File: src/rtl/bsg_mem_1rw_sync_rv_front.sv
// rtl/bsg_mem_1rw_sync_rv_front.sv - ready/valid front end for a 1RW sync RAM (optional BSG_MEM_1RW_SYNC_RV_BYPASS_EN)
module bsg_mem_1rw_sync_rv_front #(
  parameter int width_p = 64,
  parameter int els_p = 512,
  parameter int fifo_els_p = 3,
  localparam int addr_width_lp = (els_p > 1) ? $clog2(els_p) : 1
) (
  input  logic                     clk_i,
  input  logic                     reset_n_i,
  input  logic                     v_i,
  input  logic                     w_i,
  input  logic [addr_width_lp-1:0] addr_i,
  input  logic [width_p-1:0]       data_i,
  output logic                     ready_o,
  output logic                     mem_v_o,
  output logic                     mem_w_o,
  output logic [addr_width_lp-1:0] mem_addr_o,
  output logic [width_p-1:0]       mem_data_o,
  input  logic [width_p-1:0]       mem_data_i,
  output logic                     v_o,
  output logic [width_p-1:0]       data_o,
  input  logic                     yumi_i
);

  localparam int ptr_w_lp = (fifo_els_p > 1) ? $clog2(fifo_els_p) : 1;
  // One spare value so count + inflight can be compared without overflow.
  localparam int cnt_w_lp = $clog2(fifo_els_p + 2);

  if (fifo_els_p < 1) begin : g_bad_depth
    $error("fifo_els_p must be >= 1");
  end

  logic [cnt_w_lp-1:0] count_r, count_n;
  logic                inflight_r;
  logic [ptr_w_lp-1:0] rd_ptr_r, wr_ptr_r;
  logic [width_p-1:0]  buf_r [0:fifo_els_p-1];

  logic accept;
  logic fifo_nonempty;
  logic enq, deq;

  function automatic logic [ptr_w_lp-1:0] wrap_inc(input logic [ptr_w_lp-1:0] p);
    return (p == ptr_w_lp'(fifo_els_p - 1)) ? '0 : p + ptr_w_lp'(1);
  endfunction

  // Credits: a read may issue only if its response is guaranteed a buffer slot.
  assign ready_o = (count_r + cnt_w_lp'(inflight_r)) < cnt_w_lp'(fifo_els_p);
  assign accept  = v_i & ready_o;

  assign mem_v_o    = accept & reset_n_i;
  assign mem_w_o    = w_i;
  assign mem_addr_o = addr_i;
  assign mem_data_o = data_i;

  assign fifo_nonempty = (count_r != '0);
  assign deq           = yumi_i & fifo_nonempty;

`ifdef BSG_MEM_1RW_SYNC_RV_BYPASS_EN
  logic bypass;
  // Empty buffer with a read landing: hand RAM output straight to the consumer.
  assign bypass = ~fifo_nonempty & inflight_r;
  assign v_o    = fifo_nonempty | bypass;
  assign data_o = bypass ? mem_data_i : buf_r[rd_ptr_r];
  assign enq    = inflight_r & ~(bypass & yumi_i);
`else
  assign v_o    = fifo_nonempty;
  assign data_o = buf_r[rd_ptr_r];
  assign enq    = inflight_r;
`endif

  // Occupancy update from enqueue of landed read data and consumer dequeue.
  always_comb begin
    count_n = count_r;
    count_n = count_r + cnt_w_lp'(enq) - cnt_w_lp'(deq);
  end

  // Tracking state and response buffer; reset discards every pending response.
  always_ff @(posedge clk_i or negedge reset_n_i) begin
    if (!reset_n_i) begin
      count_r    <= '0;
      inflight_r <= 1'b0;
      rd_ptr_r   <= '0;
      wr_ptr_r   <= '0;
      for (int i = 0; i < fifo_els_p; i++) buf_r[i] <= '0;
    end else begin
      count_r    <= count_n;
      inflight_r <= accept & ~w_i;
      if (enq) begin
        buf_r[wr_ptr_r] <= mem_data_i;
        wr_ptr_r        <= wrap_inc(wr_ptr_r);
      end
      if (deq) rd_ptr_r <= wrap_inc(rd_ptr_r);
    end
  end

  a_yumi_legal: assert property (@(posedge clk_i) disable iff (!reset_n_i) yumi_i |-> v_o);
  a_no_overflow: assert property (@(posedge clk_i) disable iff (!reset_n_i) count_r <= cnt_w_lp'(fifo_els_p));

endmodule
File: config.mk
export PLATFORM = sky130hd
export DESIGN_NAME = bsg_mem_1rw_sync_rv_front
export DESIGN_NICKNAME = d
export VERILOG_FILES = /design/src/rtl/bsg_mem_1rw_sync_rv_front.sv
export SDC_FILE = /design/constraint.sdc
export NUM_CORES = 1
export LEC_CHECK = 0
export CAP_MARGIN = 20
export CORE_MARGIN = 8
export CORE_UTILIZATION = 51
export DETAILED_ROUTE_END_ITERATION = 8
export PLACE_DENSITY = 0.86
export SKIP_CTS_REPAIR_TIMING = 1
export SLEW_MARGIN = 25
export SYNTH_ARGS = -nofsm -noshare
export SYNTH_HDL_FRONTEND = slang
export SYNTH_SLANG_ARGS = --single-unit
File: constraint.sdc
create_clock -name clk_i -period 3.9 [get_ports clk_i]
set_input_delay 0.78 -clock clk_i [delete_from_list [all_inputs] [get_ports clk_i]]
set_output_delay 0.78 -clock clk_i [all_outputs]
set_load 0.01 [all_outputs]
Power grid:
(3 px per µm) Pins as bars on the die edge. Tap cells in grey.
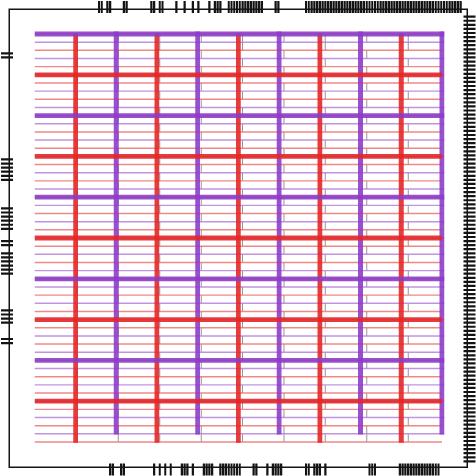
legend:
  purple:
    net: VDD
  red:
    net: VSS
signal pins: 283
met4 straps: 10
met1 rails: 51
tap cells: 234
VDD IR-drop max: 0.534 mV
core area: 18500 µm²
Die Width: 152 µm
Die Y: 152 µm

Placement by cell class:
(3 px per µm) Fill, decap, tap and diode cells in grey.
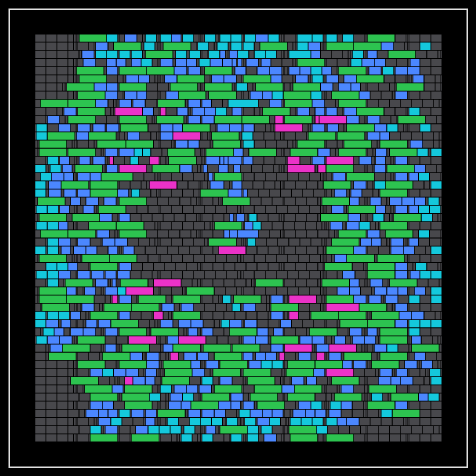
legend:
  green:
    class: flip-flops
    cells: 200
    share_of_their_area: 47%
  magenta:
    class: clock drivers and dummy loads
    cells: 32
    share_of_their_area: 5.2%
  blue:
    class: all other logic
    cells: 348
    share_of_their_area: 34%
  cyan:
    class: other buffers and delay cells
    cells: 149
    share_of_their_area: 14%
register share of the cell area: 45.8%
row count: 50

Routed clock nets over the placement:
(2 px per µm)
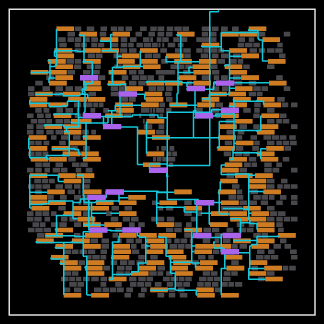
legend:
  orange:
    item: flip-flops
    count: 200
  cyan:
    item: clock wires
    length: 2230 µm
  purple:
    item: cells driving clock nets
    count: 17
routed clock nets: 18
total clock network power: 1.67 mW
clk latency late pin: 0.42 ns

==> flow_metrics.env <==
# yosys + openroad results
export IMPL_ys_seq_share_pct=52.9
export IMPL_grt_pass1_wl_um=33800
export IMPL_top_cell_area_share_pct=52.9
export IMPL_synth_most_common_cell="dfrtp_1"
export IMPL_slowest_delay_ns=0.61
export IMPL_crit_slowest_cell="dfrtp_4"
export IMPL_power_switching_mw=3.09
export IMPL_io_pins=283
export IMPL_reg2reg_from="enq"
export IMPL_final_nets=862
export IMPL_fa_ha_area_share_pct=0.529
export IMPL_crit_required_ns=3.12
export IMPL_cts_root_buffer="clkbuf_16"
export IMPL_clkTransAtPathRegs_ns=0.07
export IMPL_setup_viol=0
export IMPL_drt_iter0_drc=180
export IMPL_antenna_found_initial=0
export IMPL_edf_count=0
export IMPL_p_per_area_nw_per_um2=865
export IMPL_grt_start_max_net_pins=201
export IMPL_ys_sh_aoi_pct=6.38
export IMPL_crit_cells=4
export IMPL_crit_start="rd_ptr_r[1]"
export IMPL_rr_endpoint="buf_r[145]"
export IMPL_grt_overflow_total=0
export IMPL_fin_tns_setup_ns=0
export IMPL_synth_chip_area_um2=9460
export IMPL_yosys_cells=665
export IMPL_numPortBuffers=136
export IMPL_clock_sinks=200
export IMPL_rsz0062_at_grt="no"
export IMPL_dr_wl_met2_um=10600
export IMPL_arrival_ns=2.59
export IMPL_syn_area_per_cell_um2=14.2
export IMPL_warnings=28
export IMPL_cts_htree_levels=4
export IMPL_cts_max_path_buffers=2
export IMPL_timing_worst_slew_pin_value_ns=0.985
export IMPL_ff_latch_area_um2=5010
export IMPL_period_minus_slack_ns=3.37
export IMPL_ys_top_logic_family="multiplexers"
export IMPL_m1WireLength_um=8350
export IMPL_clkPwrFrac_pct=17.6
export IMPL_swShare_pct=32.7
export IMPL_nFillCells=1402
export IMPL_simple_gate_share_pct=0.503
export IMPL_internal_power_mw=6.36
export IMPL_leakage_nw=4.49
export IMPL_slew_headroom_pct=34.4
export IMPL_cts_tree="done"
export IMPL_seqPwrFrac_pct=39.2
export IMPL_ant_nets=0
export IMPL_ys_flops=200
export IMPL_ys_top_cells_by_area="dfrtp_1 (53%), mux2_2 (17%), mux2i_1 (6.8%), buf_4 (6.5%), o2bb2ai_1 (5.9%)"
export IMPL_timing_setup_critical_path_class="reg -> out"
export IMPL_synth_nets=811
export IMPL_p_total_mw=9.45
export IMPL_initCoreUtil_pct=51.2
export IMPL_n_antenna_cell=0
export IMPL_mi_logic_area_um2=3560
export IMPL_area_delta_synth_final_pct=15.6
export IMPL_dr_wl_met3_um=1160
export IMPL_hold_class="in -> async"
export IMPL_dp_hpwl_um=13600
export IMPL_outcome="complete, no violations"
export IMPL_cp_end_kind="output port"
export IMPL_synth_cell_area_um2=9460
export IMPL_lay_top_cells="dfrtp_1 (198), mux2_2 (145), clkdlybuf4s50_1 (135)"
export IMPL_ys_sh_xor_pct=0.185
export IMPL_drt_wl_total_um=20700
export IMPL_drcViolationCount=0
export IMPL_path_cells="buf_4 > mux2i_1 > o2bb2ai_1 > clkdlybuf4s50_1"
export IMPL_pwr_share_comb_pct=43.2
export IMPL_finalInstanceArea_um2=10900
export IMPL_ff2ff_setup_slack_ns=1.92
export IMPL_top_area_cell="dfrtp_1"
export IMPL_drive_gt1_share_pct=26.5
Routed metal, one colour a layer:
(3 px per µm)
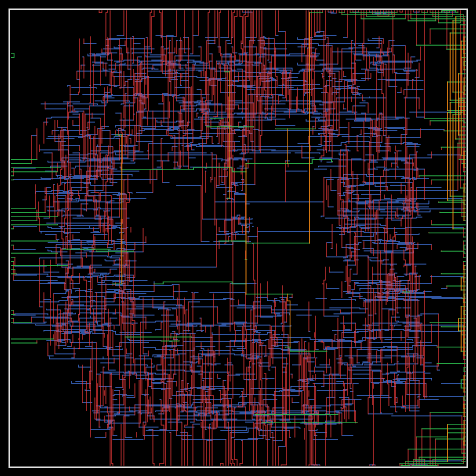
legend:
  blue:
    layer: met1
    wire_length: 8350 µm
  green:
    layer: met3
    wire_length: 1170 µm
  orange:
    layer: met4
    wire_length: 618 µm
  red:
    layer: met2
    wire_length: 10600 µm
Routed wire per std cell: 21.5 µm
GRT Overall Usage: 18.2%
Vias: 5446

Track usage over the die:
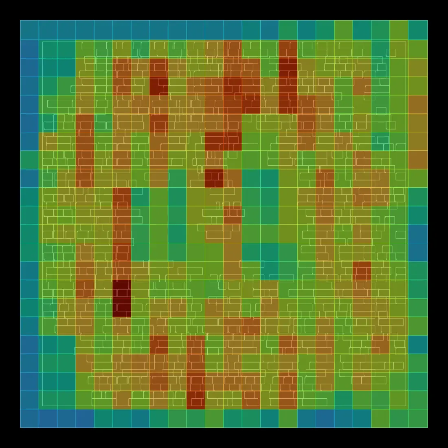
met3 Resource Use GR: 5.25%
met2 usage: 31.6%
busiest layer in global routing: met2
met1 usage: 20.6%

flip-flops by register name (all words and copies together) (netlist names):
signal,cells
buf_r,192
count_r,3
enq,1
rd_ptr_r,2
wr_ptr_r,2
layout make-up:
class	instances	area share, %
sequential	200	45.8
inverter	7	0.240
clock inverter	13	1.10
timing repair buffer	149	13.7
multi-input combinational	341	32.5
clock buffer	19	3.96
tap	234	2.68
through the flow:
| stage | util (%) | instances | setup WS, ns | hold WS [ns] |
|---|---|---|---|---|
| after global routing | 59.2 | 963 | 0.370 | 0.368 |
| after detailed placement | 56.1 | 930 | 0.963 | 0.482 |
| after CTS | 59.1 | 962 | 0.496 | 0.496 |
| after global placement | 56.1 | 930 | 0.985 | 0.474 |
| after floorplan | - | 665 | 1.80 | 0.465 |
| final | 59.2 | 963 | 0.527 | 0.368 |
No activity file was given, so power comes from the tool's default toggle rates.
